**config.mk**
```make
export PLATFORM = sky130hd
export DESIGN_NAME = pwm_capture_wb_flat
export DESIGN_NICKNAME = d
export VERILOG_FILES = /design/src/rtl/pwm_capture_pkg.sv /design/src/rtl/pwm_capture_wb_if.sv /design/src/rtl/pwm_capture_ch.sv /design/src/rtl/pwm_capture_wb.sv /design/src/flat_wrapper.sv
export SDC_FILE = /design/constraint.sdc
export NUM_CORES = 2
export LEC_CHECK = 0
export CAP_MARGIN = 40
export CORE_MARGIN = 2
export CORE_UTILIZATION = 45
export CTS_CLUSTER_SIZE = 30
export DETAILED_ROUTE_END_ITERATION = 16
export MAX_ROUTING_LAYER = met4
export PLACE_DENSITY_LB_ADDON = 0.08
export SYNTH_ARGS = -nofsm -noshare
export SYNTH_HDL_FRONTEND = slang
export SYNTH_SLANG_ARGS = --single-unit
```
**constraint.sdc**
```tcl
create_clock -name wb_clk_i -period 3.66 [get_ports wb_clk_i]
set_input_delay 0.732 -clock wb_clk_i [delete_from_list [all_inputs] [get_ports wb_clk_i]]
set_output_delay 0.732 -clock wb_clk_i [all_outputs]
set_load 0.05 [all_outputs]
```
**src/rtl/pwm_capture_pkg.sv**
```systemverilog
`default_nettype none
// ============================================================================
// Module   : pwm_capture_pkg
// Brief    : Shared constants and types for the PWM capture Wishbone slave.
// Revision : 1.0 - initial release
// ============================================================================
package pwm_capture_pkg;

    // Word offsets (byte address [7:2])
    localparam logic [5:0] c_word_ctrl    = 6'h00;
    localparam logic [5:0] c_word_status  = 6'h01;
    localparam logic [5:0] c_word_irq_en  = 6'h02;
    localparam logic [5:0] c_word_level   = 6'h03;
    localparam logic [5:0] c_word_ch_base = 6'h04;

    localparam int c_max_ch     = 8;
    localparam int c_valid_base = 0;
    localparam int c_ovf_base   = 8;
    localparam int c_filt_depth = 3;

    typedef enum logic [1:0] {
        ST_IDLE    = 2'd0,
        ST_ARMED   = 2'd1,
        ST_MEASURE = 2'd2
    } ch_state_t;

endpackage
`default_nettype wire

```
**src/rtl/pwm_capture_wb_if.sv**
```systemverilog
`default_nettype none
// ============================================================================
// Module   : pwm_capture_wb_if
// Brief    : Wishbone classic slave bundle for the PWM capture unit.
// Revision : 1.0 - initial release
// ============================================================================
interface pwm_capture_wb_if;
    logic        wbs_stb_i;
    logic        wbs_cyc_i;
    logic        wbs_we_i;
    logic [3:0]  wbs_sel_i;
    logic [31:0] wbs_dat_i;
    logic [31:0] wbs_adr_i;
    logic        wbs_ack_o;
    logic [31:0] wbs_dat_o;

    modport slave (
        input  wbs_stb_i, wbs_cyc_i, wbs_we_i, wbs_sel_i, wbs_dat_i, wbs_adr_i,
        output wbs_ack_o, wbs_dat_o
    );

    modport master (
        output wbs_stb_i, wbs_cyc_i, wbs_we_i, wbs_sel_i, wbs_dat_i, wbs_adr_i,
        input  wbs_ack_o, wbs_dat_o
    );
endinterface
`default_nettype wire

```
**src/rtl/pwm_capture_ch.sv**
```systemverilog
`default_nettype none
// ============================================================================
// Module   : pwm_capture_ch
// Brief    : One capture channel: sync, optional stability filter
//            (PWM_CAPTURE_GLITCH_FILTER_EN), edge detect, FSM, counters.
// Revision : 1.0 - initial release
// ============================================================================
module pwm_capture_ch
    import pwm_capture_pkg::*;
#(
    parameter int CNT_W = 24
) (
    input  wire logic             clk,
    input  wire logic             rst,
    input  wire logic             i_en,
    input  wire logic             i_pin,
    output logic                  o_level,
    output logic                  o_valid_set,
    output logic                  o_ovf_set,
    output logic [CNT_W-1:0]      o_period,
    output logic [CNT_W-1:0]      o_high
);

    localparam logic [CNT_W-1:0] c_cnt_max = '1;
    localparam logic [CNT_W-1:0] c_cnt_one = CNT_W'(1);

    logic             r_sync1, r_sync2, r_lvl, r_pend;
    logic             w_lvl, w_rise, w_fall, w_sat, w_discard;
    logic [CNT_W-1:0] r_per_cnt, r_hi_cnt, r_hi_lat;
    ch_state_t        r_state;

    always_ff @(posedge clk) begin
        if (rst) begin
            r_sync1 <= 1'b0;
            r_sync2 <= 1'b0;
            r_lvl   <= 1'b0;
        end else begin
            r_sync1 <= i_pin;
            r_sync2 <= r_sync1;
            r_lvl   <= w_lvl;
        end
    end

`ifdef PWM_CAPTURE_GLITCH_FILTER_EN
    // Accept a new level only once it has been seen on the last c_filt_depth samples.
    logic [c_filt_depth-2:0] r_hist;
    logic                    w_stable;

    always_ff @(posedge clk) begin
        if (rst) begin
            r_hist <= '0;
        end else begin
            r_hist <= {r_hist[c_filt_depth-3:0], r_sync2};
        end
    end

    always_comb begin
        w_stable = 1'b1;
        for (int i = 0; i < c_filt_depth - 1; i++) begin
            if (r_hist[i] != r_sync2) begin
                w_stable = 1'b0;
            end
        end
        w_lvl = w_stable ? r_sync2 : r_lvl;
    end
`else
    assign w_lvl = r_sync2;
`endif

    assign w_rise      = w_lvl & ~r_lvl;
    assign w_fall      = ~w_lvl & r_lvl;
    assign w_sat       = (r_per_cnt == c_cnt_max) || (r_hi_cnt == c_cnt_max);
    assign w_discard   = r_pend | w_sat;
    assign o_level     = r_lvl;
    assign o_valid_set = i_en && (r_state == ST_MEASURE) && w_rise && !w_discard;
    assign o_ovf_set   = i_en && (r_state == ST_MEASURE) && !r_pend && w_sat;

    always_ff @(posedge clk) begin
        if (rst) begin
            r_state   <= ST_IDLE;
            r_per_cnt <= '0;
            r_hi_cnt  <= '0;
            r_hi_lat  <= '0;
            r_pend    <= 1'b0;
            o_period  <= '0;
            o_high    <= '0;
        end else if (!i_en) begin
            r_state   <= ST_IDLE;
            r_per_cnt <= '0;
            r_hi_cnt  <= '0;
            r_hi_lat  <= '0;
            r_pend    <= 1'b0;
        end else begin
            case (r_state)
                ST_IDLE: r_state <= ST_ARMED;
                ST_ARMED: begin
                    if (w_rise) begin
                        r_state   <= ST_MEASURE;
                        r_per_cnt <= c_cnt_one;
                        r_hi_cnt  <= c_cnt_one;
                        r_hi_lat  <= '0;
                    end
                end
                ST_MEASURE: begin
                    if (w_rise) begin
                        // A period that saturated anywhere is dropped, not reported.
                        if (!w_discard) begin
                            o_period <= r_per_cnt;
                            o_high   <= r_hi_lat;
                        end
                        r_per_cnt <= c_cnt_one;
                        r_hi_cnt  <= c_cnt_one;
                        r_hi_lat  <= '0;
                        r_pend    <= 1'b0;
                    end else begin
                        if (r_per_cnt != c_cnt_max) begin
                            r_per_cnt <= r_per_cnt + c_cnt_one;
                        end
                        if (w_lvl && (r_hi_cnt != c_cnt_max)) begin
                            r_hi_cnt <= r_hi_cnt + c_cnt_one;
                        end
                        if (w_fall) begin
                            r_hi_lat <= r_hi_cnt;
                        end
                        if (w_sat) begin
                            r_pend <= 1'b1;
                        end
                    end
                end
                default: r_state <= ST_IDLE;
            endcase
        end
    end

endmodule
`default_nettype wire

```
**src/rtl/pwm_capture_wb.sv**
```systemverilog
`default_nettype none
// ============================================================================
// Module   : pwm_capture_wb
// Brief    : Wishbone PWM period/high-time capture unit, up to 8 channels.
//            Optional glitch filter: PWM_CAPTURE_GLITCH_FILTER_EN.
// Revision : 1.0 - initial release
// ============================================================================
module pwm_capture_wb
    import pwm_capture_pkg::*;
#(
    parameter int NUM_CH = 8,
    parameter int CNT_W  = 24
) (
    input  wire logic              wb_clk_i,
    input  wire logic              wb_rst_i,
    pwm_capture_wb_if.slave        wb,
    input  wire logic [NUM_CH-1:0] pwm_in,
    output logic                   irq
);

    localparam logic [7:0] c_ch_mask = 8'((9'd1 << NUM_CH) - 9'd1);

    logic        r_ack;
    logic [31:0] r_dat;
    logic [7:0]  r_ctrl;
    logic [15:0] r_status, r_irq_en;

    logic        w_acc, w_wr, w_rd, w_unused;
    logic [5:0]  w_word, w_ch_word;
    logic [15:0] w_wmask, w_w1c, w_hw_set;
    logic [31:0] w_rdata;
    logic [7:0]  w_valid_set, w_ovf_set, w_level;
    logic [31:0] w_period [c_max_ch];
    logic [31:0] w_high   [c_max_ch];

    assign w_acc     = wb.wbs_stb_i & wb.wbs_cyc_i & ~r_ack;
    assign w_wr      = w_acc & wb.wbs_we_i;
    assign w_rd      = w_acc & ~wb.wbs_we_i;
    assign w_word    = wb.wbs_adr_i[7:2];
    assign w_ch_word = w_word - c_word_ch_base;
    assign w_wmask   = {{8{wb.wbs_sel_i[1]}}, {8{wb.wbs_sel_i[0]}}};
    assign w_w1c     = (w_wr && (w_word == c_word_status)) ? (wb.wbs_dat_i[15:0] & w_wmask) : 16'd0;
    assign w_unused  = ^{wb.wbs_adr_i[31:8], wb.wbs_adr_i[1:0], wb.wbs_dat_i[31:16], wb.wbs_sel_i[3:2]};

    assign wb.wbs_ack_o = r_ack;
    assign wb.wbs_dat_o = r_dat;

    for (genvar i = 0; i < c_max_ch; i++) begin : g_ch
        if (i < NUM_CH) begin : g_on
            logic [CNT_W-1:0] w_per, w_hi;
            pwm_capture_ch #(.CNT_W(CNT_W)) u_ch (
                .clk         (wb_clk_i),
                .rst         (wb_rst_i),
                .i_en        (r_ctrl[i]),
                .i_pin       (pwm_in[i]),
                .o_level     (w_level[i]),
                .o_valid_set (w_valid_set[i]),
                .o_ovf_set   (w_ovf_set[i]),
                .o_period    (w_per),
                .o_high      (w_hi)
            );
            assign w_period[i] = 32'(w_per);
            assign w_high[i]   = 32'(w_hi);
        end else begin : g_off
            assign w_level[i]     = 1'b0;
            assign w_valid_set[i] = 1'b0;
            assign w_ovf_set[i]   = 1'b0;
            assign w_period[i]    = 32'd0;
            assign w_high[i]      = 32'd0;
        end
    end

    always_comb begin
        w_hw_set = '0;
        w_hw_set[c_valid_base +: 8] = w_valid_set;
        w_hw_set[c_ovf_base +: 8]   = w_ovf_set;
    end

    // Channel slots past NUM_CH are tied to zero, so only the window bound matters here.
    always_comb begin
        w_rdata = 32'd0;
        case (w_word)
            c_word_ctrl:   w_rdata = {24'd0, r_ctrl};
            c_word_status: w_rdata = {16'd0, r_status};
            c_word_irq_en: w_rdata = {16'd0, r_irq_en};
            c_word_level:  w_rdata = {24'd0, w_level};
            default: begin
                if ((w_word >= c_word_ch_base) && (w_ch_word < 6'(2 * c_max_ch))) begin
                    w_rdata = w_ch_word[0] ? w_high[w_ch_word[3:1]] : w_period[w_ch_word[3:1]];
                end
            end
        endcase
    end

    always_ff @(posedge wb_clk_i) begin
        if (wb_rst_i) begin
            r_ack    <= 1'b0;
            r_dat    <= 32'd0;
            r_ctrl   <= 8'd0;
            r_status <= 16'd0;
            r_irq_en <= 16'd0;
            irq      <= 1'b0;
        end else begin
            r_ack <= w_acc;
            r_dat <= w_rd ? w_rdata : 32'd0;
            if (w_wr && (w_word == c_word_ctrl)) begin
                r_ctrl <= ((r_ctrl & ~w_wmask[7:0]) | (wb.wbs_dat_i[7:0] & w_wmask[7:0])) & c_ch_mask;
            end
            if (w_wr && (w_word == c_word_irq_en)) begin
                r_irq_en <= ((r_irq_en & ~w_wmask) | (wb.wbs_dat_i[15:0] & w_wmask))
                            & {c_ch_mask, c_ch_mask};
            end
            // Hardware set beats a simultaneous write-1-to-clear.
            r_status <= (r_status & ~w_w1c) | w_hw_set;
            irq      <= |(r_status & r_irq_en);
        end
    end

endmodule
`default_nettype wire

```
**src/flat_wrapper.sv**
```systemverilog
// flat-port wrapper written by rule: the top's interface ports become plain ports
module pwm_capture_wb_flat import pwm_capture_pkg::*;
#(
    parameter int NUM_CH = 8,
    parameter int CNT_W  = 24
)
  (wb_clk_i, wb_rst_i, pwm_in, irq, wb_wbs_stb_i, wb_wbs_cyc_i, wb_wbs_we_i, wb_wbs_sel_i, wb_wbs_dat_i, wb_wbs_adr_i, wb_wbs_ack_o, wb_wbs_dat_o);
  pwm_capture_wb_if wb_i ();
  input  wire logic wb_clk_i;
  input  wire logic wb_rst_i;
  input  wire logic [NUM_CH-1:0] pwm_in;
  output logic irq;
  input wire logic [$bits(wb_i.wbs_stb_i)-1:0] wb_wbs_stb_i;
  input wire logic [$bits(wb_i.wbs_cyc_i)-1:0] wb_wbs_cyc_i;
  input wire logic [$bits(wb_i.wbs_we_i)-1:0] wb_wbs_we_i;
  input wire logic [$bits(wb_i.wbs_sel_i)-1:0] wb_wbs_sel_i;
  input wire logic [$bits(wb_i.wbs_dat_i)-1:0] wb_wbs_dat_i;
  input wire logic [$bits(wb_i.wbs_adr_i)-1:0] wb_wbs_adr_i;
  output wire logic [$bits(wb_i.wbs_ack_o)-1:0] wb_wbs_ack_o;
  output wire logic [$bits(wb_i.wbs_dat_o)-1:0] wb_wbs_dat_o;
  assign wb_i.wbs_stb_i = wb_wbs_stb_i;
  assign wb_i.wbs_cyc_i = wb_wbs_cyc_i;
  assign wb_i.wbs_we_i = wb_wbs_we_i;
  assign wb_i.wbs_sel_i = wb_wbs_sel_i;
  assign wb_i.wbs_dat_i = wb_wbs_dat_i;
  assign wb_i.wbs_adr_i = wb_wbs_adr_i;
  assign wb_wbs_ack_o = wb_i.wbs_ack_o;
  assign wb_wbs_dat_o = wb_i.wbs_dat_o;
  pwm_capture_wb #(.NUM_CH(NUM_CH), .CNT_W(CNT_W)) u_core (.wb_clk_i(wb_clk_i), .wb_rst_i(wb_rst_i), .wb(wb_i), .pwm_in(pwm_in), .irq(irq));
endmodule
```
### Placement by cell class

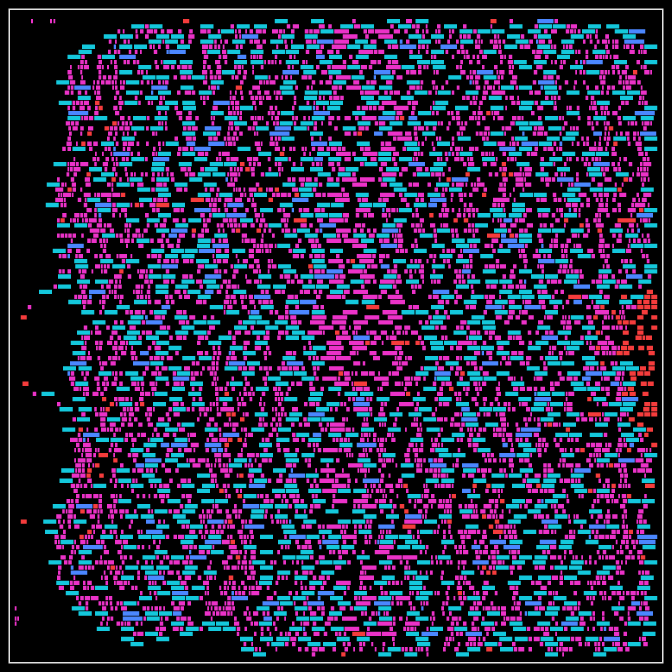
- registers: cyan (cells 1074)
- remaining logic cells: magenta (cells 4508)
- clock drivers and dummy loads: blue (cells 221)
- remaining buffers and delay cells: red (cells 198)
core area: 116500 um2
Cell Rows: 125
post-route cell area: 59210 um2
flop share of the area: 36.32%

### Port wiring

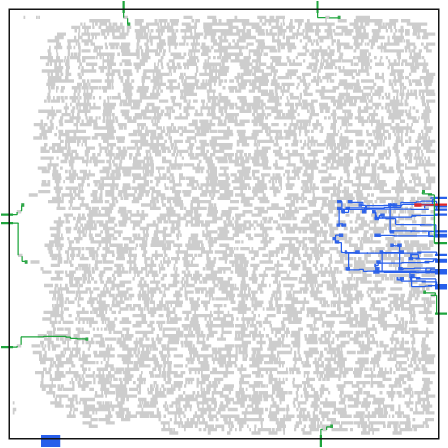
- `pwm_in`: green (direction input; edge 3 west, 2 east, 2 north, 1 south; end cells 8; buffers 8; wire 250 um)
- `wb_wbs_dat_i`: blue (direction input; edge 16 east, 16 south; end cells 40; buffers 16; wire 1180 um)
- `wb_wbs_cyc_i`: red (direction input; edge east; end cells 2; buffers 1; wire 22.5 um)
Port-buffer cells: 62
I/O pin cnt: 115

### Clock network drawn from the DEF

The bar under the picture is 100 um long.
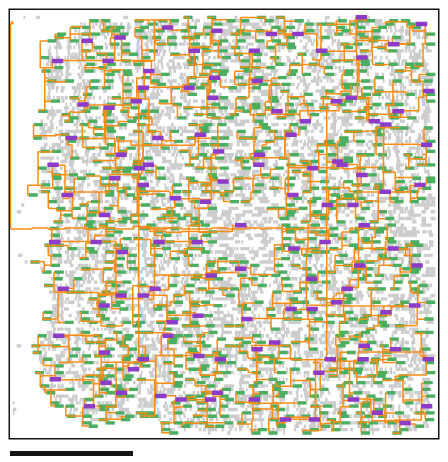
- flip-flops: green (count 1074)
- clock-net drivers: purple (count 119)
- clock wires: orange (length 14600 um)
- flops lie: widely spread
- routed clock nets: 120

### Clock nets

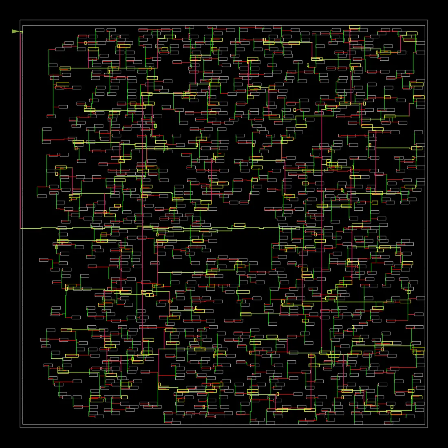
Flop Count: 1074
P_clk: 12.7 mW
CLK BUF: 181

==> flow_summary.json <==
{
  "status": "finished, final reports clean",
  "wl_met2_um": 61400,
  "track_usage_pct": 26.59,
  "tritoncts": "done",
  "holdCritStartpoint": "wb_rst_i",
  "crit_path_start_kind": "register",
  "timing.rr.start": "u_core.g_ch[2].g_on.u_ch.r_sync2",
  "ys_sh_simple_pct": 26.13,
  "grt_pass1_vias": 39817,
  "cts-buffers-inserted": 119,
  "combPwrFrac_pct": 2.2,
  "met3_usage_pct": 3.719,
  "syn-cell-area_um2": 53040,
  "dr_wl_met3_um": 11850,
  "wire_per_inst_um": 21.28,
  "m1WireLength_um": 82630,
  "p_seq_mw": 11.7,
  "ys_seq_share_pct": 40.53,
  "reg2reg_slack_ns": 0.81,
  "ys_sh_adder_pct": 1.250,
  "synthAoiAreaFrac_pct": 14.14,
  "ys_warn_count": 0,
  "async_flop_share_pct": 0,
  "min_period_ns": 2.847,
  "power_density_nw_per_um2": 420.9,
  "root_buffer": "clkbuf_16",
  "ant_nets": 0,
  "top_area_cell": "dfxtp_1",
  "layout_setup_ws_ns": 0.8128,
  "regArea_um2": 21500,
  "power.switching_mw": 5.329,
  "leakagePower_nw": 17.91,
  "synth_cell_type_count": 94,
  "flop_cell": "dfxtp_1",
  "synth-edff-count": 0,
  "drv_cap": 0,
  "wirelength_um": 160200,
  "tightest_slew_ns": 0.9058,
  "top_layer": "met4",
  "drt_iter0_drc": 4424,
  "top_power_group": "the clock network",
  "floorplan.core_util_pct": 45.52
}
-- stage by stage --
step                util (%)  power, mW  hold WS [ns]
global placement       47.12      12.51        0.4215
CTS                    50.80      25.17        0.3990
finish                 50.81      24.92        0.4249
global route           50.81      25.67        0.4386
detailed placement     47.25      12.51        0.4246
floorplan                  -      12.35        0.4138
-- critical path, stage by stage, from the launching register on --
cell and delay, ns:
dfxtp_1 0.31, buf_4 0.16, ha_1 0.53, mux2i_1 0.30, nor2_1 0.42, o211ai_1 0.40, or4_1 0.51, a21oi_1 0.14
-- layout make-up --
type,count,area share [%]
clock buffers,181,6.074
diodes,1,0.004227
multi-input cells,4367,49.51
repair buffers,198,3.060
inverters,141,0.8939
flip-flops and latches,1074,36.32
well taps,1524,3.221
clock inverters,40,0.9214
Power figures rest on the tool's default switching activity, not on a simulated workload.
